### M1 wires

Scale bar: 200 microns.
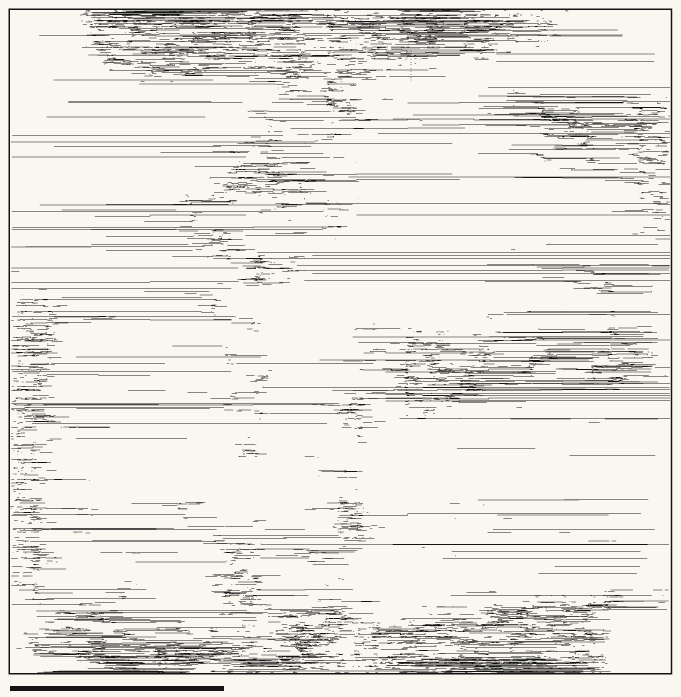
### Met2 routing

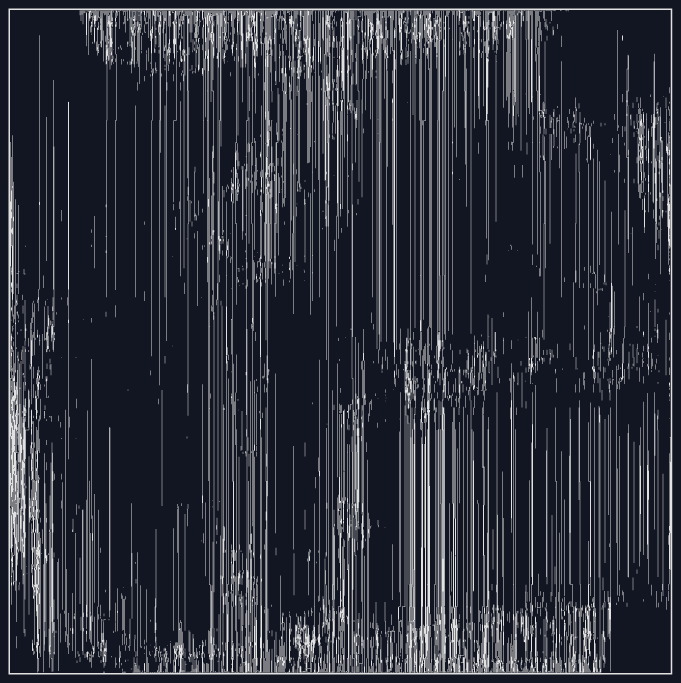
==> config.mk <==
export PLATFORM = sky130hd
export DESIGN_NAME = chart_storage_arbiter
export DESIGN_NICKNAME = d
export VERILOG_FILES = /design/src/rtl/chart_storage_arbiter.sv
export SDC_FILE = /design/constraint.sdc
export NUM_CORES = 1
export LEC_CHECK = 0
export CAP_MARGIN = 10
export CORE_AREA = 2 2 617 619
export DETAILED_ROUTE_END_ITERATION = 8
export DIE_AREA = 0 0 619 621
export PLACE_DENSITY_LB_ADDON = 0.25
export SYNTH_ARGS = -nofsm -noshare
export SYNTH_HDL_FRONTEND = slang
export SYNTH_SLANG_ARGS = --single-unit
export TNS_END_PERCENT = 50
==> constraint.sdc <==
create_clock -name clk -period 2.9 [get_ports clk]
set_input_delay 0.58 -clock clk [delete_from_list [all_inputs] [get_ports clk]]
set_output_delay 0.58 -clock clk [all_outputs]
set_load 0.02 [all_outputs]
==> Implementation_results.wiki <==
== Implementation results ==
{| class="wikitable"
! Metric !! Value
|-
| Final GP Congestion || 0.800
|-
| Grt ovf || 0
|-
| Clock period minus final worst setup slack || 2.82 ns
|-
| IR drop worst, VDD || 0.346 mV
|-
| Clock root buffer || clkbuf_16
|-
| Transition time at the pin with the least slew margin || 0.748 ns
|-
| Number of warnings reported in the yosys synthesis log || 0
|-
| Required time worst endpoint || 3.42 ns
|-
| Number of vias per cell after detailed routing || 2.36
|-
| Slew margin rel. || 50.1%
|-
| Die height || 621 microns
|-
| Share of synthesized area occupied by flip-flops and latches || 36.1%
|-
| Highest fanout seen on the critical path || 8
|-
| Net count of the finished layout || 3747
|-
| Top-level I/O count || 1589
|-
| Post-synthesis to final-layout area growth || 95.5%
|-
| Clock power share || 20.2%
|-
| Worst slack after detailed placement || -0.863 ns
|-
| Die x size || 619 microns
|-
| Wire length of the first global-routing pass || 271000 microns
|-
| Leakage Power || 14.0 nW
|-
| Initial antenna violation count || 347
|-
| Clock buffers created by TritonCTS || 42
|-
| Switching fraction of total power || 39.0%
|-
| Maximum number of pins on one net before global-route repair || 73
|-
| OpenROAD warnings || 27
|-
| Final Hold Vio Count || 0
|-
| Area leader, netlist || dfrtp_1
|-
| Count of nets left with antenna violations after detail routing || 0
|-
| Netlist Area Pre-Place || 0.0187 sq mm
|-
| Final setup viols || 0
|-
| Setup slack of the most critical reg-to-reg path || 0.47 ns
|-
| Pins Over Slew Limit || 0
|-
| Max-cap violations || 0
|-
| Filler Cell Count || 43746
|-
| Post-DR wirelength/cell || 29.7 microns
|-
| Category of the critical setup timing path || input port to flop
|-
| Yosys chip area || 0.0187 sq mm
|-
| Path class of the lowest-slack min-delay path || input port to asynchronous set/reset pin
|-
| Total core area || 0.378 sq mm
|-
| Detailed Place HPWL || 209000 microns
|-
| All-layer global routing usage || 11.5%
|-
| Post-route DRC || 0
|-
| Starting density of the core || 4.96%
|-
| Number of placement rows || 226
|-
| Drt first-iter violations || 843
|-
| Pwr dens || 771 mW/mm^2
|-
| Top post-synthesis cells by area || dfrtp_1 36%, mux2_4 19%, mux2i_1 14%
|-
| Dpl cells || 7646
|-
| Buffers added on ports || 1076
|-
| Mapped Cells || 1760
|-
| Vias in the first global route || 18624
|-
| CTS tree || built
|-
| Sink Count || 270
|-
| Run status || finished clean
|-
| Reg power frac || 25.4%
|-
| Internal || 0.0172 W
|-
| Setup repair after global routing missed its margin || no
|-
| Register clock-pin slew on the reported worst setup and hold paths || 0.06 ns
|-
| Distinct cell type count of the synthesized netlist || 33
|-
| Deepest clock path buffer count || 3
|-
| Final cell count without fillers || 7797
|-
| Data arrival time of the critical path || 3.34 ns
|-
| Clk Latency, worst-skew pair || 0.67 ns
|-
| Count of instantiated cells in the yosys netlist || 1760
|-
| Startpoint Class || input port
|-
| Worst Reg2Reg Path Length in Cells || 11
|-
| Placed inst area || 0.0346 sq mm
|-
| Part of the cycle the worst path needs || 97.1%
|-
| Number of flip-flops and latches in the synthesized netlist || 270
|-
| Combinational share of power || 54.4%
|-
| Net switching power || 0.0110 W
|-
| Fraction of final layout cells with drive strength greater than 1 || 19.7%
|-
| Area of the die || 0.384 sq mm
|-
| Post-route cell area || 0.0366 sq mm
|-
| Top-area cell type share of the netlist area || 36.1%
|-
| Flip-flop count of the largest register after layout || 256
|-
| H-tree depth reported by CTS || 2
|-
| Endpoint type of the worst setup path || flop
|-
| Worst Skew || 0.0376 ns
|-
| Highest clock rate || 0.355 GHz
|-
| Crit path setup slack, layout || 0.0840 ns
|-
| Post-Synthesis Net Count || 2816
|-
| Avg Cell Area, Syn || 10.6 sq um
|-
| First-pass detailed-route iteration total || 4
|-
| PnR Total Power || 0.0283 W
|}
Back to the opening pictures, 'M1 wires':
nets with wire on the layer	3238
wire length on this layer	76.4 mm
main direction	horizontal
longest straight run	397 microns
met1 Usage GRT: 10.8%
Post-Route WL: 231000 microns
count of vias placed by the detailed router: 18415

Back to the opening pictures, 'Met2 routing':
share of all routed wire	49%
wire length on this layer	112 mm
longest straight run	464 microns
fraction of met2 tracks used by global routing: 20.1%

-- through the flow --
step,hold slack (ns),utilization (%),setup TNS [ns]
global placement,0.496,9.15,-225.50
global route,0.433,9.67,0
floorplan,0.284,-,0
CTS,0.401,9.55,-5.50
detailed placement,0.493,9.15,-195.52
finish,0.467,9.70,0
-- cell type report --
cell class	instances	area (sq um)	area share [%]
tap	5016	6280	17.1
clock inverter	17	258	0.704
multi-input combinational	1112	9200	25.1
sequential	270	6760	18.4
antenna	56	140	0.383
clock buffer	61	1220	3.34
timing repair buffer	1260	12800	34.8
inverter	5	18.8	0.0512
-- placed cells by master (no fill, tap or decap), types with 4 or more instances in the layout --
cell type and n:
diode_2 56, o21ai_0 260, mux2_2 23, buf_16 6
clkbuf_8 8, a21oi_1 4, mux2_4 240, bufinv_16 5
buf_8 6, and2_1 16, dlymetal6s2s_1 4, dlygate4sd2_1 9
buf_6 10, clkbuf_16 50, dfrtp_1 270, clkdlybuf4s50_1 1055
mux2i_1 257, clkbuf_1 10, nand2_1 265, nor2_1 9
buf_4 138, buf_12 24, inv_6 5, inv_1 5
-- worst max-delay path, cell delays in order --
cell	delay, ns
dlygate4sd2_1	0.31
or2_2	0.35
buf_4	0.15
a21oi_2	0.14
nor2_1	0.08
nor4_2	0.32
mux2i_1	0.13
buf_4	0.16
nor2_4	0.16
buf_12	0.16
buf_12	0.15
buf_12	0.16
buf_8	0.13
mux2_2	0.33
-- power by group through the flow --
stage	logic, W	registers [W]	clock network (W)
global placement	0.0152	0.00730	0
detailed placement	0.0153	0.00723	0
global route	0.0162	0.00745	0.00616
finish	0.0154	0.00718	0.00572
floorplan	0.00575	0.00901	0
CTS	0.0154	0.00723	0.00605
-- cells in the mapped netlist --
library cell,count
dfrtp_1,270
nand2_1,265
o21ai_0,262
buf_4,257
mux2i_1,257
mux2_4,240
clkbuf_1,74
buf_12,26
mux2_2,23
and2_1,16
buf_2,11
nor2_1,9
a21oi_1,7
inv_1,5
buf_1,4
nand2b_1,4
nor3b_1,4
o22ai_1,3
o311ai_0,3
o32ai_1,3
or2_2,3
o31ai_1,2
or3_1,2
and3b_1,1
buf_6,1
nand3_1,1
nand3b_1,1
nor2_4,1
nor2b_1,1
nor3_1,1
nor4_2,1
o211ai_1,1
or3b_1,1
-- metal layers --
metal	vias to the layer above	GRT usage (%)	part of all wire, %
met5	-	0	0.51
met2	1256	20.1	49
met4	182	2.78	3.6
met1	8403	10.8	33
li1	7805	-	-
met3	769	8.13	14
-- logic make-up after synthesis --
kind of cell           after synthesis  share of synthesized area, %
AND-OR/OR-AND                      281                          7.69
buffers and inverters              378                          15.1
flip-flops                         270                          36.1
multiplexers                       520                          34.3
AND/OR/NAND/NOR                    311                          6.83
-- timing repair --
item,4_1_cts,5_1_grt
gates cloned,1,10
gates resized,15,34
pin swaps,0,5
hold endpoints to repair,28,0
hold buffers,1,0
setup endpoints to repair,193,255
buffers inserted,0,5
Power is estimated from default activity; no workload was simulated.
